`src/rtl/uart_pkg.sv`:
```
// Shared UART definitions: FSM state encoding and frame geometry constants.
package uart_pkg;

  typedef enum logic [1:0] {
    ST_IDLE  = 2'd0,
    ST_START = 2'd1,
    ST_DATA  = 2'd2,
    ST_STOP  = 2'd3
  } uart_state_e;

  localparam int UART_DATA_BITS  = 8;
  localparam int UART_FRAME_BITS = 10;

endpackage

```
`src/rtl/sync_fifo.sv`:
```
// Synchronous circular-buffer FIFO with a separate level counter.
// A push while full is dropped and flagged on o_Drop for that cycle.
module sync_fifo #(
  parameter int DATA_WIDTH  = 8,
  parameter int DEPTH       = 8,
  parameter int LEVEL_WIDTH = $clog2(DEPTH + 1)
) (
  input  logic                   i_Clk,
  input  logic                   i_Rst,
  input  logic                   i_Push,
  input  logic [DATA_WIDTH-1:0]  i_PushData,
  input  logic                   i_Pop,
  output logic [DATA_WIDTH-1:0]  o_PopData,
  output logic                   o_Full,
  output logic                   o_Empty,
  output logic [LEVEL_WIDTH-1:0] o_Level,
  output logic                   o_Drop
);

  localparam int PTR_W = $clog2(DEPTH);

  logic [DATA_WIDTH-1:0]  r_mem [DEPTH];
  logic [PTR_W-1:0]       r_wr_ptr;
  logic [PTR_W-1:0]       r_rd_ptr;
  logic [LEVEL_WIDTH-1:0] r_level;
  logic                   w_push;
  logic                   w_pop;

  assign o_Full    = (r_level == LEVEL_WIDTH'(DEPTH));
  assign o_Empty   = (r_level == '0);
  assign o_Level   = r_level;
  assign o_PopData = r_mem[r_rd_ptr];
  assign w_push    = i_Push && !o_Full;
  assign w_pop     = i_Pop && !o_Empty;
  // Fullness is judged before this cycle's pop, so a same-cycle pop never rescues a push
  assign o_Drop    = i_Push && o_Full;

  always_ff @(posedge i_Clk) begin
    if (w_push) r_mem[r_wr_ptr] <= i_PushData;
  end

  always_ff @(posedge i_Clk or posedge i_Rst) begin
    if (i_Rst) begin
      r_wr_ptr <= '0;
      r_rd_ptr <= '0;
      r_level  <= '0;
    end else begin
      if (w_push) r_wr_ptr <= r_wr_ptr + PTR_W'(1);
      if (w_pop)  r_rd_ptr <= r_rd_ptr + PTR_W'(1);
      case ({w_push, w_pop})
        2'b10:   r_level <= r_level + LEVEL_WIDTH'(1);
        2'b01:   r_level <= r_level - LEVEL_WIDTH'(1);
        default: r_level <= r_level;
      endcase
    end
  end

endmodule

```
`src/rtl/uart_tx_engine.sv`:
```
// UART transmit back-end: byte FIFO feeding an 8N1 serialiser with a
// registered TX line; back-to-back frames have no idle gap.
module uart_tx_engine
  import uart_pkg::*;
#(
  parameter int CLKS_PER_BIT = 868,
  parameter int FIFO_DEPTH   = 8,
  parameter int LEVEL_WIDTH  = $clog2(FIFO_DEPTH + 1)
) (
  input  logic                   i_Clk,
  input  logic                   i_Rst,
  input  logic                   i_WrEn,
  input  logic [7:0]             i_WrData,
  output logic                   o_Full,
  output logic                   o_Empty,
  output logic [LEVEL_WIDTH-1:0] o_Level,
  output logic                   o_Busy,
  output logic                   o_Overflow,
  input  logic                   i_OvfClr,
  output logic                   o_UART_TX
);

  localparam int                BAUD_W    = $clog2(CLKS_PER_BIT);
  localparam logic [BAUD_W-1:0] BAUD_LOAD = BAUD_W'(CLKS_PER_BIT - 1);
  localparam logic [2:0]        LAST_BIT  = 3'(UART_DATA_BITS - 1);

  uart_state_e       r_state, w_state_nxt;
  logic              r_tx, w_tx_nxt;
  logic [7:0]        r_shift, w_shift_nxt;
  logic [BAUD_W-1:0] r_baud, w_baud_nxt;
  logic [2:0]        r_bit, w_bit_nxt;
  logic              r_ovf;
  logic              w_pop;
  logic              w_drop;
  logic              w_empty;
  logic              w_baud_done;
  logic [7:0]        w_head;

  sync_fifo #(
    .DATA_WIDTH  (8),
    .DEPTH       (FIFO_DEPTH),
    .LEVEL_WIDTH (LEVEL_WIDTH)
  ) u_fifo (
    .i_Clk      (i_Clk),
    .i_Rst      (i_Rst),
    .i_Push     (i_WrEn),
    .i_PushData (i_WrData),
    .i_Pop      (w_pop),
    .o_PopData  (w_head),
    .o_Full     (o_Full),
    .o_Empty    (w_empty),
    .o_Level    (o_Level),
    .o_Drop     (w_drop)
  );

  assign o_Empty     = w_empty;
  assign o_Busy      = (r_state != ST_IDLE) || !w_empty;
  assign o_Overflow  = r_ovf;
  assign o_UART_TX   = r_tx;
  assign w_baud_done = (r_baud == '0);

  always_comb begin
    w_state_nxt = r_state;
    w_tx_nxt    = r_tx;
    w_shift_nxt = r_shift;
    w_bit_nxt   = r_bit;
    w_baud_nxt  = w_baud_done ? r_baud : r_baud - BAUD_W'(1);
    w_pop       = 1'b0;
    case (r_state)
      ST_IDLE: begin
        w_tx_nxt = 1'b1;
        if (!w_empty) begin
          w_pop       = 1'b1;
          w_shift_nxt = w_head;
          w_baud_nxt  = BAUD_LOAD;
          w_state_nxt = ST_START;
          w_tx_nxt    = 1'b0;
        end
      end
      ST_START: begin
        if (w_baud_done) begin
          w_state_nxt = ST_DATA;
          w_bit_nxt   = '0;
          w_baud_nxt  = BAUD_LOAD;
          w_tx_nxt    = r_shift[0];
        end
      end
      ST_DATA: begin
        if (w_baud_done) begin
          w_baud_nxt = BAUD_LOAD;
          if (r_bit == LAST_BIT) begin
            w_state_nxt = ST_STOP;
            w_tx_nxt    = 1'b1;
          end else begin
            w_shift_nxt = {1'b0, r_shift[7:1]};
            w_bit_nxt   = r_bit + 3'd1;
            w_tx_nxt    = r_shift[1];
          end
        end
      end
      ST_STOP: begin
        // Last stop cycle chains straight into the next start bit when data waits
        if (w_baud_done) begin
          if (!w_empty) begin
            w_pop       = 1'b1;
            w_shift_nxt = w_head;
            w_baud_nxt  = BAUD_LOAD;
            w_state_nxt = ST_START;
            w_tx_nxt    = 1'b0;
          end else begin
            w_state_nxt = ST_IDLE;
            w_tx_nxt    = 1'b1;
          end
        end
      end
      default: begin
        w_state_nxt = ST_IDLE;
        w_tx_nxt    = 1'b1;
      end
    endcase
  end

  always_ff @(posedge i_Clk or posedge i_Rst) begin
    if (i_Rst) begin
      r_state <= ST_IDLE;
      r_tx    <= 1'b1;
      r_shift <= '0;
      r_baud  <= '0;
      r_bit   <= '0;
    end else begin
      r_state <= w_state_nxt;
      r_tx    <= w_tx_nxt;
      r_shift <= w_shift_nxt;
      r_baud  <= w_baud_nxt;
      r_bit   <= w_bit_nxt;
    end
  end

  always_ff @(posedge i_Clk or posedge i_Rst) begin
    if (i_Rst)          r_ovf <= 1'b0;
    else if (w_drop)    r_ovf <= 1'b1;
    else if (i_OvfClr)  r_ovf <= 1'b0;
  end

endmodule

```
`config.mk`:
```
export PLATFORM = sky130hd
export DESIGN_NAME = uart_tx_engine
export DESIGN_NICKNAME = d
export VERILOG_FILES = /design/src/rtl/uart_pkg.sv /design/src/rtl/sync_fifo.sv /design/src/rtl/uart_tx_engine.sv
export SDC_FILE = /design/constraint.sdc
export NUM_CORES = 1
export LEC_CHECK = 0
export ABC_AREA = 1
export CORE_MARGIN = 10
export CORE_UTILIZATION = 40
export CTS_CLUSTER_DIAMETER = 120
export DETAILED_ROUTE_END_ITERATION = 6
export PLACE_DENSITY_LB_ADDON = 0.3
export SLEW_MARGIN = 20
export SYNTH_ARGS = -nofsm -noshare
export SYNTH_HDL_FRONTEND = slang
export SYNTH_SLANG_ARGS = --single-unit
```
`constraint.sdc`:
```
create_clock -name i_Clk -period 4.3 [get_ports i_Clk]
set_clock_uncertainty 0.05 [all_clocks]
set_input_delay 1.29 -clock i_Clk [delete_from_list [all_inputs] [get_ports i_Clk]]
set_output_delay 1.29 -clock i_Clk [all_outputs]
set_load 0.01 [all_outputs]
```
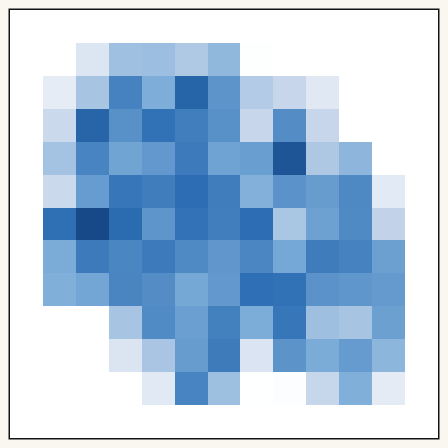
density.png
The die is cut into 13 by 13 equal tiles; white is low, dark blue is high, 0 to 100% covered.
fullest tile: 90%
densest ninth of the die: middle
mean over tiles: 31%
nearly empty tiles: 40%
tiles over 75% full: 4.1%
emptiest ninth of the die: top right

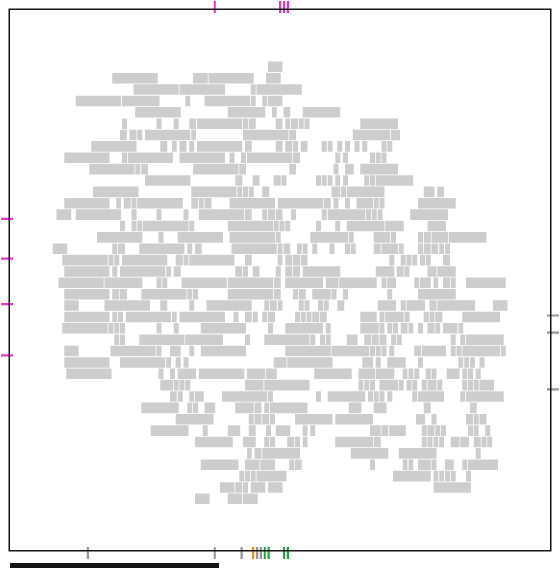
pins.png
Bar = 50 µm. Pins as bars across the die edge, other pins in grey.
| colour | port | pins | direction | edge |
|---|---|---|---|---|
| green | `o_Level` | 4 | output | bottom |
| magenta | `i_WrData` | 8 | input | 4 left, 4 top |
| orange | `i_WrEn` | 1 | input | bottom |

==> impl_metrics.csv <==
group,metric,value,unit
flow_run,tool_warnings,32,
placement,placed_cells,656,
clock_tree,clock-root-buffer,"sky130_fd_sc_hd__clkbuf_16",
pwr,power_per_cell_area,739,nW/µm²
critical_path,critical_path.startpoint,"u_fifo.o_Level[1]$_DFFE_PP0P_",
layout,signal_buffers,22,
timing,max_freq,0.308,GHz
layout,post_route_cells_drive_above_1_share,0.0718,
layout,largest_cell_class,"sequential cells",
logic_synthesis,synth_sequential_area_ratio,0.587,
placement,routabilityCongestion,0.843,
timing,period_needed,3.24,ns
route,detail_route.iter0.violations,309,
critical_path,crit_buf_inv,2,
grt,first_pass_grt_wire_length,16.7,mm
worst_hold_path,hold_path.startpoint,"r_shift[5]$_DFFE_PP0P_",
layout,nets,553,
critical_path,path_depth,5,
clock_tree,clock_tree.htree_level_count,3,
critical_path,worst_setup_path_end_kind,"output port",
layout,syn_to_final_growth,13.2,%
critical_path,critical_path_most_common_cell,"sky130_fd_sc_hd__nand2_1",
logic_synthesis,asr_flop_ratio_synth,0.354,
logic_synthesis,synth_net_count,535,
placement,detailedPlacementHpwl,7.00,mm
critical_path,path_cells,"nor2_1, nand2_1, inv_2, nand2_1, clkdlybuf4s50_1",
logic_synthesis,synth_chip_area,4770,µm²
outcome,run_status,"finished, final reports clean",
logic_synthesis,enable_flop_cells,64,
clock_tree,hold_buffers,0,
grt,groute.layer.met1.usage,0.154,
placement,placed_cell_areas,5090,µm²
clock_tree,clk_latency,0.36,ns
flow_run,max_cap_viol_count,0,
logic_synthesis,post_synth_main_area_contributors,"sky130_fd_sc_hd__edfxtp_1 (40%), sky130_fd_sc_hd__dfrtp_1 (18%), sky130_fd_sc_hd__nand2_1 (14%)",
critical_path,crit_path_start_kind,"register",
worst_hold_path,hp-class,"register to register",
layout,fillerInstances,1087,
floorplan,n_tap_cell,143,
grt,grt_max_degree,36,
logic_synthesis,synth_warnings,0,
layout,layout.clock_buffers,9,
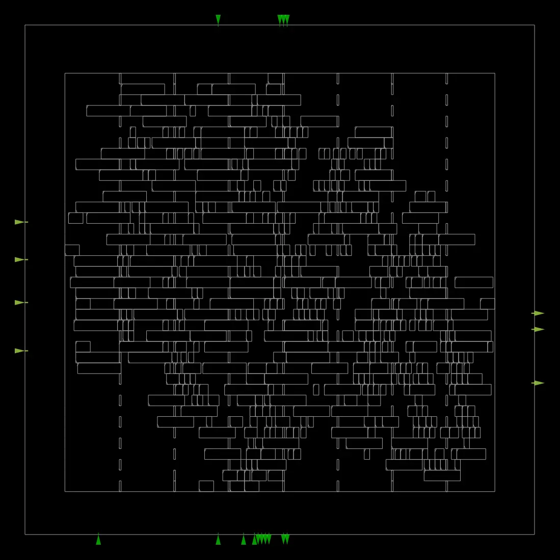
final_placement.png
Seq/total area: 0.519
final cell utilization of the core: 0.467
final sequential cell count: 99
non-filler instance count after layout: 672

## cell usage in the layout (no fill, tap or decap), types with 2 or more instances in the layout
cell | synthesis | layout
sky130_fd_sc_hd__nand4_1 | 3 | 3
sky130_fd_sc_hd__dfrtp_1 | 34 | 34
sky130_fd_sc_hd__clkdlybuf4s50_1 | 0 | 20
sky130_fd_sc_hd__ha_1 | 16 | 16
sky130_fd_sc_hd__o211ai_1 | 2 | 2
sky130_fd_sc_hd__nor2_2 | 3 | 3
sky130_fd_sc_hd__xor2_1 | 6 | 6
sky130_fd_sc_hd__clkbuf_16 | 0 | 9
sky130_fd_sc_hd__nand2_1 | 179 | 179
sky130_fd_sc_hd__edfxtp_1 | 64 | 64
sky130_fd_sc_hd__or2_2 | 2 | 2
sky130_fd_sc_hd__nand3_1 | 61 | 61
sky130_fd_sc_hd__nand2_4 | 2 | 2
sky130_fd_sc_hd__o21ai_0 | 19 | 19
sky130_fd_sc_hd__buf_4 | 0 | 2
sky130_fd_sc_hd__a21oi_1 | 5 | 5
sky130_fd_sc_hd__nand2_2 | 2 | 2
sky130_fd_sc_hd__inv_8 | 0 | 2
sky130_fd_sc_hd__inv_2 | 5 | 5
sky130_fd_sc_hd__nor2_1 | 41 | 41
sky130_fd_sc_hd__inv_1 | 33 | 33
## cell families after synthesis
kind of cell | Yosys count | share of synthesized area
adder cells (fa/ha/maj) | 17 | 0.0462
XOR/XNOR | 7 | 0.0129
flip-flops | 99 | 0.587
AND-OR/OR-AND | 30 | 0.0362
AND/OR/NAND/NOR | 300 | 0.273
buffers and inverters | 53 | 0.0454
## report_power, final
part	internal (mW)	switching, mW
Sequential	1.27	0.176
Clock	0.461	0.375
Combinational	0.599	1.11
Total	2.33	1.66
Power and IR drop assume default switching activity.
